$ cat src/rtl/add16_nibble_seq.sv
// add16_nibble_seq: W-bit adder sequenced one nibble per cycle
// through an external 4-bit ripple adder, valid/ready on both sides.
module add16_nibble_seq #(
  parameter int NIBBLES = 4
) (
  input  logic                 clk,
  input  logic                 rst_n,
  input  logic                 in_valid,
  output logic                 in_ready,
  input  logic [4*NIBBLES-1:0] a,
  input  logic [4*NIBBLES-1:0] b,
  input  logic                 cin,
  output logic [3:0]           nib_a,
  output logic [3:0]           nib_b,
  output logic                 nib_cin,
  input  logic [3:0]           nib_sum,
  input  logic                 nib_cout,
  output logic                 out_valid,
  input  logic                 out_ready,
  output logic [4*NIBBLES-1:0] sum,
  output logic                 cout
);

  localparam int W  = 4 * NIBBLES;
  localparam int IW = (NIBBLES > 1) ? $clog2(NIBBLES) : 1;

  typedef enum logic [1:0] {
    IDLE,
    RUN,
    DONE
  } state_t;

  state_t         state;
  state_t         state_nx;
  logic [W-1:0]   a_reg;
  logic [W-1:0]   b_reg;
  logic [W-1:0]   sum_reg;
  logic [IW-1:0]  idx;
  logic           carry_reg;
  logic           cout_reg;
  logic           last;

  assign last = (idx == IW'(NIBBLES - 1));
  assign sum  = sum_reg;
  assign cout = cout_reg;

  always_comb begin
    state_nx  = state;
    in_ready  = 1'b0;
    out_valid = 1'b0;
    nib_a     = 4'd0;
    nib_b     = 4'd0;
    nib_cin   = 1'b0;
    unique case (state)
      IDLE: begin
        in_ready = 1'b1;
        if (in_valid) state_nx = RUN;
      end
      RUN: begin
        for (int i = 0; i < NIBBLES; i++) begin
          if (idx == IW'(i)) begin
            nib_a = a_reg[4*i+:4];
            nib_b = b_reg[4*i+:4];
          end
        end
        // carry only ever comes from the register, never from nib_cout
        nib_cin = carry_reg;
        if (last) state_nx = DONE;
      end
      DONE: begin
        out_valid = 1'b1;
        if (out_ready) state_nx = IDLE;
      end
      default: state_nx = IDLE;
    endcase
  end

  always_ff @(posedge clk) begin
    if (!rst_n) state <= IDLE;
    else        state <= state_nx;
  end

  always_ff @(posedge clk) begin
    if (!rst_n) begin
      a_reg     <= '0;
      b_reg     <= '0;
      sum_reg   <= '0;
      idx       <= '0;
      carry_reg <= 1'b0;
      cout_reg  <= 1'b0;
    end else begin
      unique case (state)
        IDLE: begin
          if (in_valid) begin
            a_reg     <= a;
            b_reg     <= b;
            idx       <= '0;
            carry_reg <= cin;
          end
        end
        RUN: begin
          for (int i = 0; i < NIBBLES; i++) begin
            if (idx == IW'(i)) sum_reg[4*i+:4] <= nib_sum;
          end
          carry_reg <= nib_cout;
          idx       <= idx + 1'b1;
          if (last) cout_reg <= nib_cout;
        end
        default: ;
      endcase
    end
  end

endmodule
$ cat config.mk
export PLATFORM = sky130hd
export DESIGN_NAME = add16_nibble_seq
export DESIGN_NICKNAME = d
export VERILOG_FILES = /design/src/rtl/add16_nibble_seq.sv
export SDC_FILE = /design/constraint.sdc
export NUM_CORES = 1
export LEC_CHECK = 0
export ABC_CLOCK_PERIOD_IN_PS = 1700
export CORE_ASPECT_RATIO = 0.75
export CORE_MARGIN = 2
export CORE_UTILIZATION = 40
export DETAILED_ROUTE_END_ITERATION = 10
export PLACE_DENSITY = 0.78
export SETUP_SLACK_MARGIN = 0.2
export SLEW_MARGIN = 20
export SYNTH_ARGS = -nofsm -noshare
export SYNTH_HDL_FRONTEND = slang
export SYNTH_SLANG_ARGS = --single-unit
$ cat constraint.sdc
create_clock -name clk -period 1.7 [get_ports clk]
set_clock_uncertainty 0.15 [all_clocks]
set_input_delay 0.34 -clock clk [delete_from_list [all_inputs] [get_ports clk]]
set_output_delay 0.34 -clock clk [all_outputs]
set_load 0.02 [all_outputs]
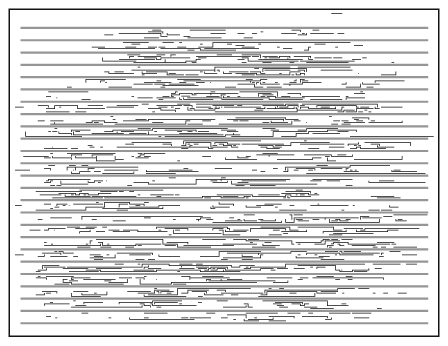
Fig. 1. M1 wires (run 1).
Supply wires on this layer in gray.
wire length on this layer: 3,590 µm
longest straight run: 33.1 µm
Routed WL: 8480 µm
GR Util met1: 31.4%
DR vias: 2,536

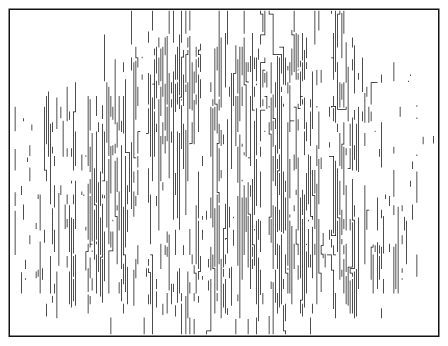
Fig. 2. Signal wires on met2 (run 1).
wire length on this layer: 4,180 µm
main direction: vertical
met2 usage: 36.2%

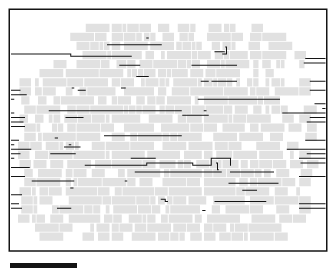
Fig. 3. The metal 3 layer (run 1).
The bar under the picture is 20 µm long. Cells faint in the background.
share of all routed wire: 6.1%
main direction: horizontal
longest straight run: 39.6 µm
nets with wire on the layer: 59

==> impl_metrics.toml, run 1 <==
# flow metrics
[run_status]
run_status = "complete, but fails checks"
violations = "setup timing"

[drt]
met3WireLength_um = 513
vias_per_cell = 5.42
dr_wl_met2_um = 4180
drc = 0
antenna_left = 0
firstDrtPassIters = 4

[sta]
worst-slew-pin-transition_ps = 331
fmax_mhz = 424
tns_ps = -5960
relSlewSlack_pct = 77.9
setup_viol = 31
rsz0062_at_grt = "true"
fin_ws_ps = -657
post-route-period-util_pct = 139

[placed_design]
dp.cells = 437

[yosys]
edf_count = 0
synth_nets = 337
ys_cells = 291
syn_inst = 291
synth_area_mm2 = 0.00246
synth_top_cell_by_count = "nand2_1"
ys_area_mm2 = 0.00246
ys.flops = 54
synth_cell_types = 27
ys_sh_mux_pct = 0

[min_path]
hold_depth = 2

[layout]
seq_cell_count = 54
buf_share_pct = 29.2
final_area_mm2 = 0.00457
buffers_excl_clock = 116
mostFrequentLayoutCells = "dfxtp_1, nand2_1, clkdlybuf4s50_1, nand2_4, nand3_1"
comb_area_share_pct = 42.6

[pwr]
p_seq_share_pct = 47.1
leakage_nw = 1.81
p_comb_w = 0.000877
powerClk_w = 0.000692

[setup_path]
cp_top_family = "buffers and inverters"
worstSetupStartpointType = "register"
cp.arrival_ps = 1870
ff2ff_setup_slack_ps = -70

[grt]
overflow = 0
antenna_found_initial = 0
grt_max_degree = 55

[flow_run]
maxCapViolations = 0
warnings = 32

[clock_tree]
postCtsSetupRepairBufs = 17
cts_tree = "built"

[floorplan]
num_io_pins = 70
Fig. 4: run 1, clock routing
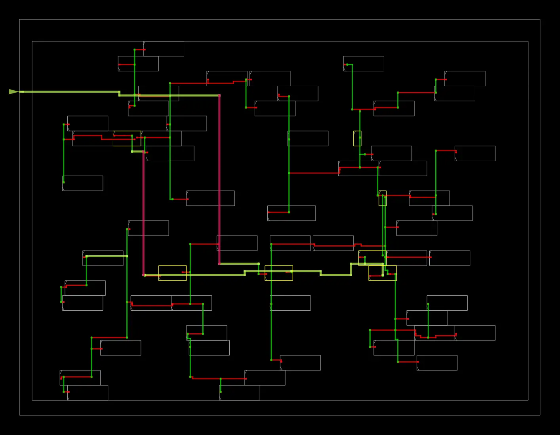

## Run 2: what changed since run 1
Settings changed: ABC_CLOCK_PERIOD_IN_PS 1700 to 2600, PLACE_DENSITY 0.78 to 0.75.
Clock period 1.7 ns to 2.6 ns, I/O delays scaled along.
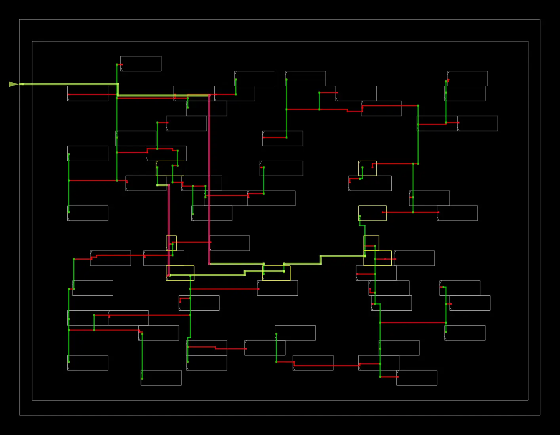
Fig. 5. Clock routing (run 2).
clock group power: 0.000468 W
cts bufs inserted: 5
sequential cell count: 54
# clock sinks: 54
Worst-Skew Late Latency: 300 ps

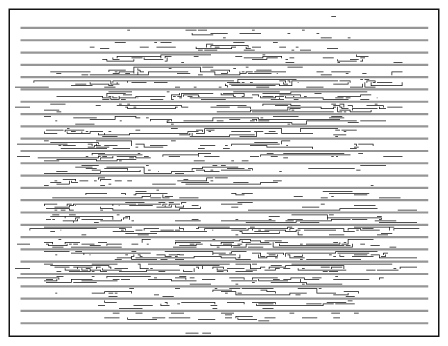
Fig. 6. M1 wires (run 2).
Supply wires on this layer in gray.
nets with wire on the layer: 352
longest straight run: 27.6 µm
main direction: horizontal
share of all routed wire: 45%
DR vias: 2,298
GR Util met1: 27.0%

==> run 2 against run 1 <==
Net effect:
- the run now ends clean
- critical path depth decreased by 2
- first-iteration DRC count is 26% lower
- die area is the same
- sequential share of layout area up 6.7 points
- utilization down 17 points
- total power is 42% lower
- global-route usage fell by 2.8 points
- non-clock buffer count decreased by 31
- clock-buffer cell count decreased by 2
- via count is 9.4% lower
- critical endpoint unchanged
- sequential cell count unchanged
- sequential power decreased by 36%
==> impl_metrics.toml, run 2 <==
# flow metrics
[setup_path]
ff2ff_setup_slack_ps = 820
cp.required_ps = 1930
cp_top_family = "buffers and inverters"
cp.depth = 5
cp-startpoint = "idx[0]"

[yosys]
synth_cell_types = 27
edf_count = 0
ys.flops = 54
syn_inst = 291
ys_area_mm2 = 0.00246
ys_cells = 291
synth_top_cell_by_count = "nand2_1"
xor_area_share_pct = 0
ys_sh_mux_pct = 0
synth_nets = 337
synth_area_mm2 = 0.00246

[clock_tree]
postCtsSetupRepairBufs = 0
cts_tree = "built"
ctsHoldBuffers = 0

[layout]
comb_area_share_pct = 40.2
final-clk-cell-share_pct = 2.54
buffers_excl_clock = 85
buf_share_pct = 23.4
final_area_mm2 = 0.00354

[pwr]
p_seq_share_pct = 52.6
leakage_nw = 1.33
p_total_w = 0.00171
p_comb_w = 0.000343

[sta]
fmax_mhz = 405
rsz0062_at_grt = "true"
relSlewSlack_pct = 70.1
setup_viol = 0
fin_ws_ps = 132
tns_ps = 0
post-route-period-util_pct = 94.9

[floorplan]
num_io_pins = 70

[drt]
dr_wl_met2_um = 3040
firstDrtPassIters = 4
antenna_left = 0
met3WireLength_um = 490
wl_um = 6500
drc = 0

[grt]
globalRouteMet2Util_pct = 31.4
overflow = 0
grt_max_degree = 55
antenna_found_initial = 0

[run_status]
run_status = "finished, final reports clean"

[min_path]
hold_depth = 2

[placed_design]
dp.cells = 430

[flow_run]
maxCapViolations = 0
No activity file was given, so power comes from the tool's default toggle rates.
